$ cat src/rtl/riscv_pkg.sv
// Shared constants for the RV32I core.
// The fetch stage and its buffers pick up their width and reset defaults from this package.
package riscv_pkg;

  localparam int          XLEN      = 32;
  localparam logic [31:0] RESET_PC  = 32'h0000_0000;
  localparam logic [31:0] NOP_INSTR = 32'h0000_0013;  // addi x0, x0, 0

endpackage

$ cat src/rtl/riscv_fetch_fifo.sv
// Synchronous FIFO with a single-cycle flush.
// The head entry is visible combinationally; pushes when full and pops when empty are ignored.
module riscv_fetch_fifo #(
  parameter int DEPTH = 2,
  parameter int WIDTH = 32
) (
  input  logic                     clk,
  input  logic                     rst_n,
  input  logic                     flush,
  input  logic                     push,
  input  logic [WIDTH-1:0]         push_data,
  input  logic                     pop,
  output logic [WIDTH-1:0]         head,
  output logic                     empty,
  output logic                     full,
  output logic [$clog2(DEPTH):0]   count
);

  localparam int AW = $clog2(DEPTH);
  localparam int CW = AW + 1;

  logic [WIDTH-1:0] mem [DEPTH];
  logic [AW-1:0]    wr_ptr;
  logic [AW-1:0]    rd_ptr;
  logic             do_push;
  logic             do_pop;

  assign empty   = (count == '0);
  assign full    = (count == CW'(DEPTH));
  assign do_push = push && !full;
  assign do_pop  = pop && !empty;
  assign head    = mem[rd_ptr];

  // DEPTH is a power of two, so the pointers wrap on their own.
  always_ff @(posedge clk or negedge rst_n) begin
    if (!rst_n) begin
      wr_ptr <= '0;
      rd_ptr <= '0;
      count  <= '0;
    end else if (flush) begin
      wr_ptr <= '0;
      rd_ptr <= '0;
      count  <= '0;
    end else begin
      if (do_push) wr_ptr <= wr_ptr + AW'(1);
      if (do_pop)  rd_ptr <= rd_ptr + AW'(1);
      count <= count + CW'(do_push) - CW'(do_pop);
    end
  end

  always_ff @(posedge clk) begin
    if (do_push && !flush) mem[wr_ptr] <= push_data;
  end

endmodule

$ cat src/rtl/riscv_fetch_stage.sv
// IF stage plus IF/ID register: issues PCF to a variable-latency in-order instruction memory,
// buffers returned words, drops wrong-path responses after a redirect and feeds decode.
module riscv_fetch_stage #(
  parameter int              XLEN     = riscv_pkg::XLEN,
  parameter logic [XLEN-1:0] RESET_PC = riscv_pkg::RESET_PC,
  parameter int              DEPTH    = 2
) (
  input  logic            clk,
  input  logic            rst_n,
  input  logic            StallF,
  input  logic            StallD,
  input  logic            FlushD,
  input  logic            PCSrcE,
  input  logic [XLEN-1:0] PCTargetE,
  output logic            imem_req_valid,
  input  logic            imem_req_ready,
  output logic [XLEN-1:0] imem_req_addr,
  input  logic            imem_rsp_valid,
  input  logic [31:0]     imem_rsp_data,
  output logic [31:0]     InstrD,
  output logic [XLEN-1:0] PCD,
  output logic [XLEN-1:0] PCPlus4D,
  output logic            ValidD
);

  import riscv_pkg::*;

  localparam int CW  = $clog2(DEPTH) + 1;
  localparam int CRW = CW + 1;
  localparam int BW  = XLEN + 32;

  logic [XLEN-1:0] pcf;
  logic [XLEN-1:0] target_aligned;
  logic            issue_en;
  logic [CW-1:0]   outstanding;
  logic [CW-1:0]   drop_cnt;
  logic [CRW-1:0]  credit_used;
  logic            accept;
  logic            rsp_drop;
  logic            rsp_keep;
  logic            buf_pop;

  logic [XLEN-1:0] rsp_pc;
  logic            addr_empty;
  logic            addr_full;
  logic [CW-1:0]   addr_count;

  logic [BW-1:0]   buf_head;
  logic            buf_empty;
  logic            buf_full;
  logic [CW-1:0]   buf_count;

  // Request handshake: a request transfers on a cycle where imem_req_valid and imem_req_ready
  // are both high; valid never depends on ready. Responses carry no ready and return strictly
  // in request order, one per cycle, at least one cycle after their request transferred.
  assign credit_used    = {1'b0, outstanding} + {1'b0, buf_count};
  assign imem_req_valid = issue_en && !StallF && !PCSrcE && (credit_used < CRW'(DEPTH));
  assign imem_req_addr  = pcf;
  assign accept         = imem_req_valid && imem_req_ready;

  assign target_aligned = PCTargetE & ~XLEN'(3);
  assign rsp_drop       = imem_rsp_valid && (PCSrcE || (drop_cnt != '0));
  assign rsp_keep       = imem_rsp_valid && !rsp_drop;
  assign buf_pop        = !FlushD && !StallD && !buf_empty;

  // Holds off the first request until the cycle after reset releases.
  always_ff @(posedge clk or negedge rst_n) begin
    if (!rst_n) begin
      issue_en <= 1'b0;
    end else begin
      issue_en <= 1'b1;
    end
  end

  always_ff @(posedge clk or negedge rst_n) begin
    if (!rst_n) begin
      pcf <= RESET_PC;
    end else if (PCSrcE) begin
      pcf <= target_aligned;
    end else if (accept) begin
      pcf <= pcf + XLEN'(4);
    end
  end

  // Every in-flight request at redirect time is wrong-path; a response landing in the
  // redirect cycle itself is dropped directly and so is not counted again.
  always_ff @(posedge clk or negedge rst_n) begin
    if (!rst_n) begin
      outstanding <= '0;
      drop_cnt    <= '0;
    end else begin
      outstanding <= outstanding + CW'(accept) - CW'(imem_rsp_valid);
      if (PCSrcE) begin
        drop_cnt <= outstanding - CW'(imem_rsp_valid);
      end else if (imem_rsp_valid && (drop_cnt != '0)) begin
        drop_cnt <= drop_cnt - CW'(1);
      end
    end
  end

  riscv_fetch_fifo #(
    .DEPTH (DEPTH),
    .WIDTH (XLEN)
  ) u_req_pc_fifo (
    .clk       (clk),
    .rst_n     (rst_n),
    .flush     (1'b0),
    .push      (accept),
    .push_data (pcf),
    .pop       (imem_rsp_valid),
    .head      (rsp_pc),
    .empty     (addr_empty),
    .full      (addr_full),
    .count     (addr_count)
  );

  riscv_fetch_fifo #(
    .DEPTH (DEPTH),
    .WIDTH (BW)
  ) u_instr_buf (
    .clk       (clk),
    .rst_n     (rst_n),
    .flush     (PCSrcE),
    .push      (rsp_keep),
    .push_data ({rsp_pc, imem_rsp_data}),
    .pop       (buf_pop),
    .head      (buf_head),
    .empty     (buf_empty),
    .full      (buf_full),
    .count     (buf_count)
  );

  always_ff @(posedge clk or negedge rst_n) begin
    if (!rst_n) begin
      InstrD   <= NOP_INSTR;
      PCD      <= '0;
      PCPlus4D <= '0;
      ValidD   <= 1'b0;
    end else if (FlushD) begin
      InstrD <= NOP_INSTR;
      ValidD <= 1'b0;
    end else if (StallD) begin
      InstrD   <= InstrD;
      PCD      <= PCD;
      PCPlus4D <= PCPlus4D;
      ValidD   <= ValidD;
    end else if (!buf_empty) begin
      InstrD   <= buf_head[31:0];
      PCD      <= buf_head[BW-1:32];
      PCPlus4D <= buf_head[BW-1:32] + XLEN'(4);
      ValidD   <= 1'b1;
    end else begin
      InstrD <= NOP_INSTR;
      ValidD <= 1'b0;
    end
  end

`ifndef SYNTHESIS
  rsp_needs_request: assert property (@(posedge clk) disable iff (!rst_n)
    imem_rsp_valid |-> (outstanding != '0))
    else $error("instruction response with no request outstanding");

  req_pc_tracks_outstanding: assert property (@(posedge clk) disable iff (!rst_n)
    (addr_count == outstanding) && !(accept && addr_full) && !(imem_rsp_valid && addr_empty))
    else $error("request-PC FIFO out of step with outstanding count");

  buf_no_overflow: assert property (@(posedge clk) disable iff (!rst_n)
    rsp_keep |-> !buf_full)
    else $error("instruction buffer written while full");
`endif

endmodule

$ cat config.mk
export PLATFORM = sky130hd
export DESIGN_NAME = riscv_fetch_stage
export DESIGN_NICKNAME = d
export VERILOG_FILES = /design/src/rtl/riscv_pkg.sv /design/src/rtl/riscv_fetch_fifo.sv /design/src/rtl/riscv_fetch_stage.sv
export SDC_FILE = /design/constraint.sdc
export NUM_CORES = 1
export LEC_CHECK = 0
export ABC_CLOCK_PERIOD_IN_PS = 7000
export CAP_MARGIN = 20
export CORE_MARGIN = 2
export CORE_UTILIZATION = 23
export CTS_CLUSTER_DIAMETER = 200
export DETAILED_ROUTE_END_ITERATION = 10
export DONT_BUFFER_PORTS = 1
export SYNTH_ARGS = -nofsm -noshare
export SYNTH_HDL_FRONTEND = slang
export SYNTH_SLANG_ARGS = --single-unit
$ cat constraint.sdc
create_clock -name clk -period 7 [get_ports clk]
set_input_delay 1.4 -clock clk [delete_from_list [all_inputs] [get_ports clk]]
set_output_delay 1.4 -clock clk [all_outputs]
set_load 0.03 [all_outputs]
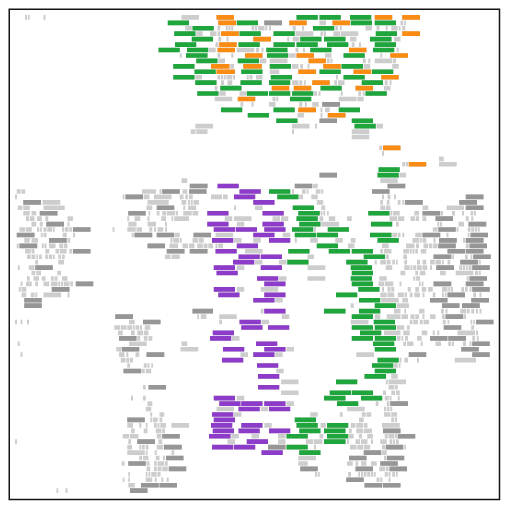
*Register map, names as in the netlist, run 1*
Drawn at 2 px/um.
Key: `InstrD` = orange [sequential cells 32]; `u_instr_buf.mem` = green [sequential cells 124]; `u_req_pc_fifo.mem` = purple [sequential cells 60]
register area: 8940 sq um
Final Util: 26.9%
sequential power: 2.98 mW
sequential share of cell area: 57.9%

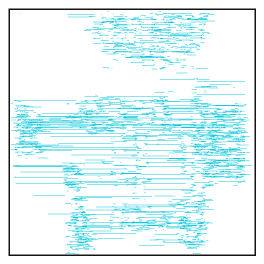
*The metal 1 layer, run 1*
Drawn at 1 px/um.
The wires run mostly horizontal. 1042 nets have wire on it. The layer holds 46% of the routed length. The layer carries 15400 um of wire.
DRT Wirelength: 33.8 mm
met1 Resource Use GR: 14.9%
vias: 7994

==> flow_summary_export.csv, run 1 <==
group,metric,value,unit
sta,clock.fmax,255,MHz
run_status,outcome,"complete, no violations",
floorplanning,dieArea,59700,sq um
worst_hold_path,min_from,"u_req_pc_fifo.rd_ptr",
setup_path,cp-end-kind,"output pin",
yosys,synth-area-yosys,13300,sq um
yosys,common_cells,"edfxtp_1, nand2_1, dfrtp_1, o21ai_0, mux2i_1",
yosys,synth.distinct_cells,68,
yosys,top_cell,"edfxtp_1",
clock_tree,cts_resized,0,
setup_path,r2r-start,"u_instr_buf.count[0]",
setup_path,crit_path_start_kind,"flip-flop",
place,port-buffer-count,0,
yosys,yosysTopAreaCell,"edfxtp_1",
pwr,p_leak,5.55,nW
yosys,synth-async-reset-ratio,42.5,%
sta,maxSlewHeadroom,19.9,%
setup_path,crit_buf_inv,1,
drt,firstDrtPassIters,5,
yosys,synth_top_flop_cell,"edfxtp_1",
drt,post_drt_wl_per_cell,18.7,um
setup_path,crit_path_top_delay_cell,"nor4b_1",
layout,fin_nets,1095,
flow_run,warning_count,30,
yosys,synth_warnings,0,
layout,stdcell_count,1808,
clock_tree,cts-hold-fix-buffers,0,
yosys,synth_cells,1008,
yosys,synth-edff-count,184,
pwr,power_per_cell_area,368,nW/um^2
setup_path,rr_worst_depth,10,
grt,grt_start_max_net_pins,137,
floorplanning,die_h,244,um
setup_path,cp_max_fo,3,
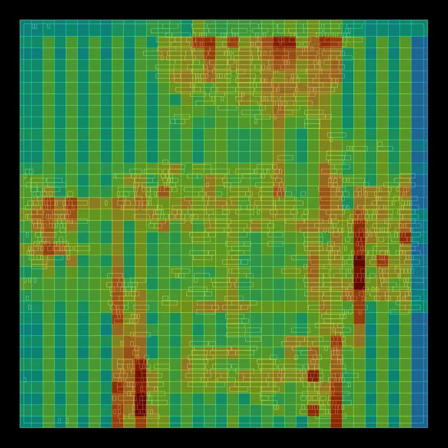
*Routing congestion, run 1*
global routing usage on met3: 3.01%
Total GRT Usage: 11.1%

[run 1: metal layers]
layer  track usage, %  wire length [um]  up-vias
met5                0                 0        -
met3             3.01              2140       68
met2             17.0             15200      228
li1                 -                 -     3740
met4             4.39              1100        0
met1             14.9             15400     3958
[run 1: how the worst min path moves through the flow]
stage	endpoint	slack, ns	depth (start not counted)
2_1_floorplan	u_req_pc_fifo.wr_ptr	0.46	1
3_3_place_gp	u_req_pc_fifo.rd_ptr	0.46	1
3_5_place_dp	u_req_pc_fifo.rd_ptr	0.47	1
4_1_cts	u_req_pc_fifo.rd_ptr	0.48	1
5_1_grt	InstrD[10]	0.50	0
6_report	u_req_pc_fifo.rd_ptr	0.48	1
[run 1: flip-flops by register name, summed over array words and instances (netlist names)]
name and flops:
PCPlus4D 30, u_instr_buf.wr_ptr 1, PCD 30, InstrD 32
u_req_pc_fifo.rd_ptr 1, u_req_pc_fifo.count 2, outstanding 2, ValidD 1
u_instr_buf.count 2, u_req_pc_fifo.mem 60, u_req_pc_fifo.wr_ptr 1, imem_req_addr 30
u_instr_buf.mem 124, issue_en 1, drop_cnt 2, u_instr_buf.rd_ptr 1
[run 1: cells by family after synthesis]
group                      count (synthesis)  synth area share (%)
muxes                                     94                  7.45
buffers and inverters                     73                  2.54
DFF                                      320                  67.2
AOI/OAI and AO/OA                        178                  8.58
xor gates and xnor gates                  30                  1.98
and+or+nand+nor                          300                  11.1
adders and majority gates                 11                  1.09
other                                      2                0.0565
[run 1: worst reg2reg max path, cell delays in order (launching register included)]
cell and delay (ns):
dfrtp_1 0.42, inv_1 0.09, nor2_1 0.13, fa_1 0.43, nor4b_1 0.52, and3_1 0.24
buf_4 0.24, inv_2 0.28, a21oi_2 0.29, nor2b_2 0.17, buf_4 0.38
[run 1: through the flow]
stage | hold slack [ns] | power, mW | utilization (%)
3_3_place_gp | 0.464 | 3.66 | 24.6
6_report | 0.481 | 5.68 | 26.9
2_1_floorplan | 0.455 | 3.42 | -
3_5_place_dp | 0.472 | 3.69 | 24.6
4_1_cts | 0.479 | 5.78 | 26.9
5_1_grt | 0.502 | 5.95 | 26.9
[run 1: cells in the final DEF (no fill, tap or decap), drive strengths merged, types with 13 or more instances in the layout]
| cell type | synthesis | final |
|---|---|---|
| edfxtp | 184 | 184 |
| nand2 | 149 | 149 |
| dfrtp | 133 | 133 |
| o21ai | 88 | 88 |
| mux2i | 55 | 55 |
| clkbuf | 27 | 52 |
| mux2 | 39 | 39 |
| nand3 | 38 | 38 |
| nor2 | 30 | 30 |
| inv | 20 | 25 |
| xnor2 | 19 | 19 |
| nand4 | 18 | 18 |
| a21oi | 13 | 13 |
[run 1: power by group]
group / total [mW] / internal [mW] / switching [mW] / leakage [nW]
Combinational: 0.648 / 0.273 / 0.374 / 1.51
Sequential: 2.98 / 2.32 / 0.666 / 3.39
Clock: 2.05 / 1.24 / 0.816 / 0.647
[run 1: area by class of cell]
type | count | area share [%]
Clock buffer | 52 | 7.18
Sequential cell | 320 | 57.9
Timing Repair Buffer | 11 | 0.535
Inverter | 20 | 0.486
Clock inverter | 20 | 1.38
Multi-Input combinational cell | 620 | 26.4
Tap cell | 765 | 6.20
==> inputs of run 2 (changes only) <==
- ABC_CLOCK_PERIOD_IN_PS: 7000 -> 4100
- clock period: 7 -> 4.1 ns (I/O delays scaled with it)
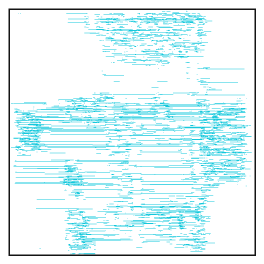
*The metal 1 layer, run 2*
Drawn at 1 px/um.
The longest straight run is 75.0 um. The wires run mostly horizontal. The layer holds 45% of the routed length.
met1 Resource Use GR: 15.3%
vias: 8104
DRT Wirelength: 34.7 mm

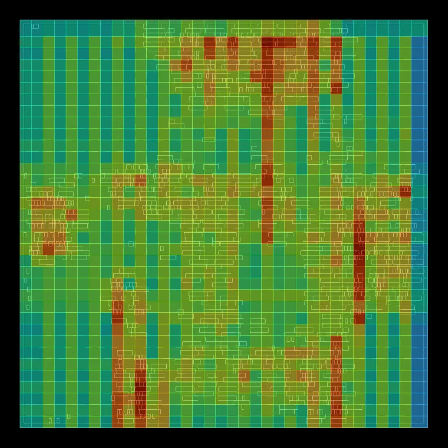
*Routing congestion, run 2*
mean routed wirelength per cell: 19.0 um
Final Util: 27.2%
most used routing layer: met2

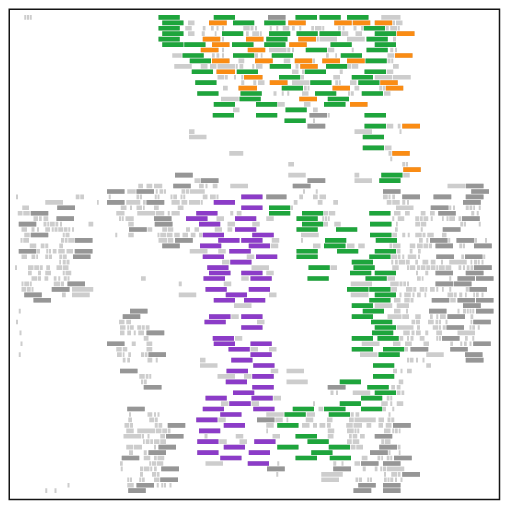
*Register map, names as in the netlist, run 2*
Drawn at 2 px/um.
Key: `InstrD` = orange [sequential cells 32]; `u_req_pc_fifo.mem` = purple [sequential cells 60]; `u_instr_buf.mem` = green [sequential cells 124]
Another 104 sequential cells are not coloured.
sequential share of cell area: 57.4%
sequential power: 5.10 mW

==> flow_summary_export.csv, run 2 <==
group,metric,value,unit
sta,timing.hold.ws,0.117,ns
layout,reg_top3,"u_instr_buf.mem (124), u_req_pc_fifo.mem (60), InstrD (32)",
yosys,common_cells,"edfxtp_1, nand2_1, dfrtp_1, o21ai_0, mux2i_1",
place,port-buffer-count,0,
yosys,synthXorXnorAreaFrac,1.98,%
run_status,outcome,"complete, no violations",
grt,track_usage,11.5,%
yosys,synth_warnings,0,
yosys,synth.distinct_cells,68,
floorplanning,die_h,244,um
grt,grt_start_max_net_pins,134,
flow_run,warning_count,31,
layout,mostFrequentLayoutCell,"edfxtp_1",
yosys,synth_cells,1008,
setup_path,crit_path_top_delay_cell,"nor4b_1",
sta,clock.fmax,306,MHz
yosys,logic_family,"simple AND/OR/NAND/NOR gates",
pwr,power_per_cell_area,630,nW/um^2
yosys,yosysTopAreaCell,"edfxtp_1",
yosys,ys_sh_adder,1.09,%
layout,fin_nets,1106,
yosys,synth-area-yosys,13300,sq um
yosys,aoi_share,8.58,%
yosys,synth.cellmix.simpleShare,11.1,%
layout,stdcell_count,1820,
==> run 2: cell types whose count changed in the layout (fill, tap and decap cells not counted), sizes merged <==
cell and delta:
clkbuf -4, diode +1, buf +10, bufinv +2
inv -2, clkinvlp +3, clkinv +2
==> run 2: logic make-up (layout without fill, tap and decap cells) <==
family | count (synthesis) | in the layout
buffers and inverters | 73 | 114
muxes | 94 | 94
DFF | 320 | 320
and+or+nand+nor | 300 | 300
AOI/OAI and AO/OA | 178 | 178
adders and majority gates | 11 | 11
other | 2 | 8
xor gates and xnor gates | 30 | 30
==> run 2: where the power goes <==
| part | switching [mW] | internal, mW |
|---|---|---|
| Clock | 1.39 | 2.18 |
| Combinational | 0.671 | 0.475 |
| Sequential | 1.14 | 3.95 |
==> run 2: layer usage <==
| metal | vias to the layer above | part of all wire (%) | track usage, % |
|---|---|---|---|
| met4 | 0 | 2.6 | 3.93 |
| li1 | 3771 | - | - |
| met3 | 51 | 6.6 | 3.13 |
| met2 | 232 | 46 | 18.1 |
| met5 | - | 0 | 0 |
| met1 | 4050 | 45 | 15.3 |
==> run 2: critical path: cells and delay by family, from the launching register on <==
| family | cells | cell delay (ns) |
|---|---|---|
| AND/OR/NAND/NOR | 3 | 0.96 |
| buffers and inverters | 1 | 0.09 |
| adder cells (fa/ha/maj) | 1 | 0.43 |
| flip-flops | 1 | 0.41 |
==> run 2: final timing paths <==
kind	start	slack, ns	cells past startpoint	to
hold reg to reg	u_req_pc_fifo.wr_ptr	0.51	1	u_req_pc_fifo.wr_ptr
hold / removal	rst_n	0.12	0	InstrD[4]
min in group clk	PCSrcE	0.35	1	u_instr_buf.wr_ptr
max in group asynchronous	rst_n	3.24	1	imem_req_addr[2]
setup reg to reg	u_instr_buf.count[0]	1.10	10	imem_req_addr[24]
setup / recovery	u_instr_buf.count[0]	0.84	5	imem_req_valid
==> run 2: stage by stage <==
stage          util [%]  setup slack [ns]
2_1_floorplan         -             0.117
3_3_place_gp       24.8              1.20
3_5_place_dp       24.8              1.11
4_1_cts            27.1             0.780
5_1_grt            27.1             0.624
6_report           27.2             0.836
==> run 2: layout make-up <==
type | instances | area (sq um)
multi-input cells | 620 | 4070
repair buffers | 21 | 190
clock buffers | 48 | 1060
clock inverters | 25 | 279
diodes | 1 | 2.50
inverters | 20 | 75.1
well taps | 765 | 957
fillers | 5874 | 41800
flip-flops and latches | 320 | 8940
Power and IR drop assume default switching activity.
